## config.mk

```make
export PLATFORM = sky130hd
export DESIGN_NAME = key_debouncer
export DESIGN_NICKNAME = d
export VERILOG_FILES = /design/src/rtl/key_debouncer.sv
export SDC_FILE = /design/constraint.sdc
export NUM_CORES = 1
export LEC_CHECK = 0
export ABC_CLOCK_PERIOD_IN_PS = 6000
export CORE_ASPECT_RATIO = 0.9
export CORE_UTILIZATION = 31
export DETAILED_ROUTE_END_ITERATION = 8
export PLACE_DENSITY = 0.54
export RECOVER_POWER = 50
export SYNTH_ARGS = -nofsm -noshare
export SYNTH_HDL_FRONTEND = slang
export SYNTH_SLANG_ARGS = --single-unit
```

## constraint.sdc

```tcl
create_clock -name clock -period 6 [get_ports clock]
set_clock_uncertainty 0.15 [all_clocks]
set_input_delay 0.6 -clock clock [delete_from_list [all_inputs] [get_ports clock]]
set_output_delay 0.6 -clock clock [all_outputs]
set_load 0.005 [all_outputs]
```

## src/rtl/key_debouncer.sv

```systemverilog
`default_nettype none
// ============================================================================
// Module   : key_debouncer
// Brief    : N-channel key synchroniser + debouncer producing clean levels and
//            single-cycle press/release pulses. Define KEY_LONG_PRESS_EN to
//            add the LONG_CYCLES parameter and the key_long pulse output.
// Revision : 1.0 - initial release
// ============================================================================
module key_debouncer #(
    parameter int N_KEYS          = 4,
    parameter int DEBOUNCE_CYCLES = 1000000,
    parameter int CNT_W           = 20,
    parameter int KEY_ACTIVE_LOW  = 0
`ifdef KEY_LONG_PRESS_EN
    ,
    parameter int LONG_CYCLES     = 4000000
`endif
) (
    input  logic              clock,
    input  logic              reset,
    input  logic [N_KEYS-1:0] key_in,
    output logic [N_KEYS-1:0] key_level,
    output logic [N_KEYS-1:0] key_press,
    output logic [N_KEYS-1:0] key_release
`ifdef KEY_LONG_PRESS_EN
    ,
    output logic [N_KEYS-1:0] key_long
`endif
);

    localparam logic [CNT_W-1:0] c_DB_LAST  = CNT_W'(DEBOUNCE_CYCLES - 1);
`ifdef KEY_LONG_PRESS_EN
    localparam logic [CNT_W-1:0] c_LONG_LAST = CNT_W'(LONG_CYCLES - 1);
`endif
    // Pin level that means "not pressed"; the synchroniser resets to it.
    localparam logic c_PIN_IDLE = (KEY_ACTIVE_LOW != 0);

    typedef enum logic [1:0] {
        ST_IDLE         = 2'd0,
        ST_PRESS_WAIT   = 2'd1,
        ST_PRESSED      = 2'd2,
        ST_RELEASE_WAIT = 2'd3
    } state_t;

    logic [N_KEYS-1:0] r_sync1;
    logic [N_KEYS-1:0] r_sync2;
    logic [N_KEYS-1:0] w_key;

    always_ff @(posedge clock or posedge reset) begin
        if (reset) begin
            r_sync1 <= {N_KEYS{c_PIN_IDLE}};
            r_sync2 <= {N_KEYS{c_PIN_IDLE}};
        end else begin
            r_sync1 <= key_in;
            r_sync2 <= r_sync1;
        end
    end

    assign w_key = (KEY_ACTIVE_LOW != 0) ? ~r_sync2 : r_sync2;

    for (genvar i = 0; i < N_KEYS; i++) begin : g_chan
        state_t           r_state;
        logic [CNT_W-1:0] r_cnt;
        logic             r_level;
        logic             r_press;
        logic             r_release;
`ifdef KEY_LONG_PRESS_EN
        logic             r_long;
        logic             r_long_done;
`endif

        always_ff @(posedge clock or posedge reset) begin
            if (reset) begin
                r_state     <= ST_IDLE;
                r_cnt       <= '0;
                r_level     <= 1'b0;
                r_press     <= 1'b0;
                r_release   <= 1'b0;
`ifdef KEY_LONG_PRESS_EN
                r_long      <= 1'b0;
                r_long_done <= 1'b0;
`endif
            end else begin
                r_press   <= 1'b0;
                r_release <= 1'b0;
`ifdef KEY_LONG_PRESS_EN
                r_long    <= 1'b0;
`endif
                case (r_state)
                    ST_IDLE: begin
                        if (w_key[i]) begin
                            r_state <= ST_PRESS_WAIT;
                            r_cnt   <= '0;
                        end
                    end
                    ST_PRESS_WAIT: begin
                        if (!w_key[i]) begin
                            r_state <= ST_IDLE;
                        end else if (r_cnt == c_DB_LAST) begin
                            r_state <= ST_PRESSED;
                            r_cnt   <= '0;
                            r_level <= 1'b1;
                            r_press <= 1'b1;
                        end else begin
                            r_cnt <= r_cnt + 1'b1;
                        end
                    end
                    ST_PRESSED: begin
                        if (!w_key[i]) begin
                            r_state     <= ST_RELEASE_WAIT;
                            r_cnt       <= '0;
`ifdef KEY_LONG_PRESS_EN
                            r_long_done <= 1'b0;
                        end else if (r_cnt == c_LONG_LAST) begin
                            // Counter parks at the limit; the flag limits it to one pulse per hold.
                            if (!r_long_done) begin
                                r_long      <= 1'b1;
                                r_long_done <= 1'b1;
                            end
                        end else begin
                            r_cnt <= r_cnt + 1'b1;
`endif
                        end
                    end
                    ST_RELEASE_WAIT: begin
                        if (w_key[i]) begin
                            r_state <= ST_PRESSED;
                            r_cnt   <= '0;
                        end else if (r_cnt == c_DB_LAST) begin
                            r_state   <= ST_IDLE;
                            r_cnt     <= '0;
                            r_level   <= 1'b0;
                            r_release <= 1'b1;
                        end else begin
                            r_cnt <= r_cnt + 1'b1;
                        end
                    end
                    default: begin
                        r_state <= ST_IDLE;
                        r_cnt   <= '0;
                    end
                endcase
            end
        end

        assign key_level[i]   = r_level;
        assign key_press[i]   = r_press;
        assign key_release[i] = r_release;
`ifdef KEY_LONG_PRESS_EN
        assign key_long[i]    = r_long;
`endif
    end

endmodule
`default_nettype wire

```

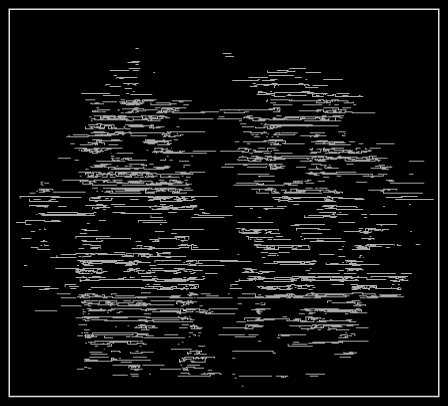
*The metal 1 layer*
The longest straight run is 23.0 um. 571 nets have wire on it. The layer carries 5910 um of wire. The wires run mostly horizontal.
met1 routing resource usage after global routing: 18.88%
total wire length: 11.81 mm
overall via count from detail_route: 4396

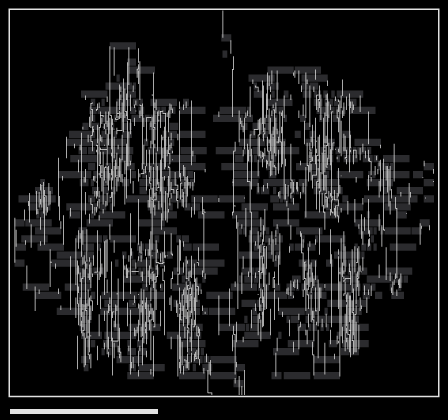
*Metal 2*
Bar = 50 um. Cells faint in the background.
The longest straight run is 41.8 um. The layer holds 45% of the routed length. 499 nets have wire on it. The layer carries 5320 um of wire. The wires run mostly vertical.

==> run notes <==
Notes on the physical implementation.

- The flow ran to the end, but the final reports show violations.
- The final reports fail on max-capacitance violations, max-slew violations.
- Before placement the cells fill 31.98% of the core.
- The report gives the cell count of the worst hold path as 0.
- In the post-synthesis netlist, the biggest area contributors are sky130_fd_sc_hd__dfrtp_1 (48%), sky130_fd_sc_hd__nor2_1 (4.4%), sky130_fd_sc_hd__nand2_1 (4.2%), sky130_fd_sc_hd__nand3_1 (3.7%), sky130_fd_sc_hd__xnor2_1 (3.2%).
- Counting pins that exceed their max-slew limit in the final report gives 65.
- For the combinational group, total power comes out at 0.0000780 W.
- The clock latency at the later pin of the worst-skew pair is 0.35 ns, for reference.
- The most used flip-flop cell after synthesis is sky130_fd_sc_hd__dfrtp_1, for reference.
- TritonCTS built the clock tree.
- For this block, the initial DRC count from the detailed router was 314.
- In the synthesis report, Yosys lists the chip area as 5687 um2.
- The launch instance of the worst min-delay path is r_sync1[2], for reference.
- The net count of the finished layout is 616.
- The die covers 18890 um2.
- The leading cell type in the layout, fill and taps excluded is sky130_fd_sc_hd__dfrtp_1, for reference.
- In this run, post-CTS hold repair placed 0 buffers.
- Fill cells in the final layout number 1747.
- STA classifies the critical path endpoint as an asynchronous set/reset pin.
- The flow reports that sequential cells draw 52.7% of the design power.
- The script computed the net switching share of total power as 23.42%.
- After clock tree synthesis, the clock-pin slew on the worst setup and hold paths is 0.06 ns.
- The warning total across the stage logs is 26, for reference.
- The sequential logic power is 0.000767 W, for reference.
- Dividing the final minimum period by the clock period gives 53.11%.
- The number of I/O port buffers is 17, for reference.
- The per-instance average area after synthesis is 9.338 um2, for reference.
- Looking at the reg2reg group, the worst path ends at g_chan[1].r_cnt[12].
- The count of pins on the block boundary is 18, for reference.
- The part of the total power dissipated in the clock network is 41.9%, for reference.
- Max-cap violations in this run came to 1.
- The post-route netlist has 5.902% of its cells at a drive strength greater than 1.
- The power density normalized to cell area is 232.3 nW/um2, for reference.
- The final weighted congestion of routability-driven global placement is 0.8353, for reference.
- The number of flip-flops and latches in the synthesized netlist is 108, for reference.
- Per the final timing report, the hold violations number 0.
- The total area inside the core boundary comes to 17780 um2.
- After synthesis, the share of flip-flops with an asynchronous set or reset is 100.0%.
- Counting flops with a built-in enable in the synthesized netlist gives 0.
- CTS placed an instance of sky130_fd_sc_hd__clkbuf_16 at the clock tree root.
- Ranking logic cells in the layout by count gives the top entries sky130_fd_sc_hd__dfrtp_1 (108), sky130_fd_sc_hd__nor2_1 (67), sky130_fd_sc_hd__nand2_1 (63), sky130_fd_sc_hd__nand3_1 (42), sky130_fd_sc_hd__o21ai_0 (26).
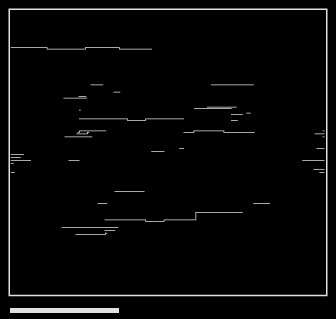
*Metal 3*
Bar = 50 um.
The layer holds 3.9% of the routed length. The wires run mostly horizontal.
met3 Track Usage GR: 3.863%

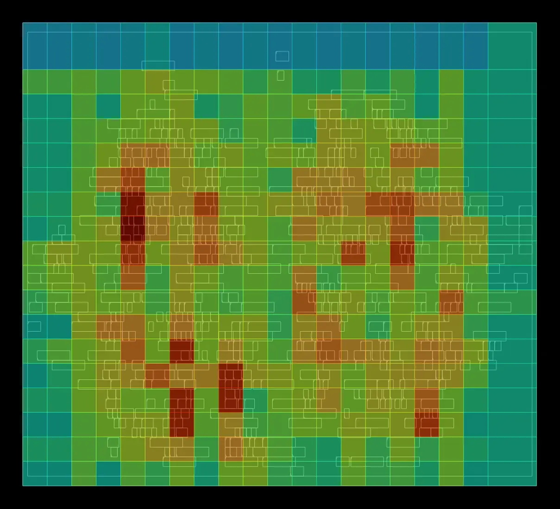
*Track usage over the die*
average detailed-routed wire length per instance: 13.89 um
GRT Overall Usage: 14.01%
most heavily used metal layer in global routing: met2

==> flip-flops by register name, summed over array words and instances, names as in the netlist, named ones only <==
name	flops
g_chan.r_cnt	80
g_chan.r_level	4
g_chan.r_press	4
g_chan.r_release	4
g_chan.r_state	4
r_sync1	4
r_sync2	4
==> Yosys cell counts (7+ instances only) <==
master and instances:
sky130_fd_sc_hd__nor3_1 15, sky130_fd_sc_hd__dfrtp_1 108, sky130_fd_sc_hd__nor4_1 12, sky130_fd_sc_hd__o211ai_1 7, sky130_fd_sc_hd__clkbuf_1 10, sky130_fd_sc_hd__a31oi_1 18, sky130_fd_sc_hd__buf_4 12, sky130_fd_sc_hd__and3_1 7
sky130_fd_sc_hd__nand2_1 63, sky130_fd_sc_hd__xnor2_1 21, sky130_fd_sc_hd__a21oi_1 18, sky130_fd_sc_hd__nor2_1 67, sky130_fd_sc_hd__o21ai_0 26, sky130_fd_sc_hd__inv_1 23, sky130_fd_sc_hd__nand3_1 42, sky130_fd_sc_hd__a21o_1 7
sky130_fd_sc_hd__a22o_1 9, sky130_fd_sc_hd__nand4_1 18, sky130_fd_sc_hd__xor2_1 16
==> metrics by stage <==
stage | hold slack (ns) | cells | instance area (um2) | util (%)
finish | 0.2027 | 850 | 6264 | 35.22
global route | 0.2061 | 850 | 6264 | 35.22
CTS | 0.2042 | 850 | 6280 | 35.31
detailed placement | 0.1863 | 835 | 5978 | 33.61
global placement | 0.1880 | 835 | 5978 | 33.61
floorplan | 0.1812 | 609 | 5687 | -
==> worst max path at each step <==
stage                       startpoint                    endpoint  slack [ns]  depth (start not counted)
global route                     reset         g_chan[0].r_cnt[17]        2.21                          3
global placement    g_chan[1].r_cnt[0]         g_chan[1].r_cnt[12]        3.39                          6
detailed placement  g_chan[1].r_cnt[0]         g_chan[1].r_cnt[12]        3.28                          6
floorplan                        reset  asynchronous set/reset pin        2.40                          1
CTS                 g_chan[1].r_cnt[0]         g_chan[1].r_cnt[12]        3.27                          6
finish                           reset         g_chan[0].r_cnt[17]        2.81                          3
==> per-layer routing <==
metal / up-vias / track usage (%) / part of all wire (%)
met2: 71 / 21.92 / 45
met1: 2130 / 18.88 / 50
met5: - / 0 / 0
li1: 2185 / - / -
met3: 10 / 3.863 / 3.9
met4: 0 / 4.211 / 0.98
==> area by class of cell <==
type,count,share of cell area (%)
clock inverters,4,0.7791
flip-flops and latches,108,43.15
multi-input cells,446,43.01
clock buffers,11,4.035
repair buffers,18,2.837
well taps,240,4.794
inverters,23,1.398
==> cell families (layout without fill, tap and decap cells) <==
| kind of cell | after synthesis | in the layout | synth area share, % |
|---|---|---|---|
| and+or+nand+nor | 289 | 289 | 27.46 |
| buffers and inverters | 55 | 56 | 4.840 |
| adders and majority gates | 4 | 4 | 0.8801 |
| DFF | 108 | 108 | 47.52 |
| AOI/OAI and AO/OA | 112 | 112 | 12.83 |
| muxes | 4 | 4 | 0.7700 |
| xor gates and xnor gates | 37 | 37 | 5.699 |
==> critical path: stages <==
cell                            delay (ns)
sky130_fd_sc_hd__dlygate4sd3_1        0.55
sky130_fd_sc_hd__clkinvlp_2           1.58
sky130_fd_sc_hd__buf_4                0.72
Power and IR drop assume default switching activity.
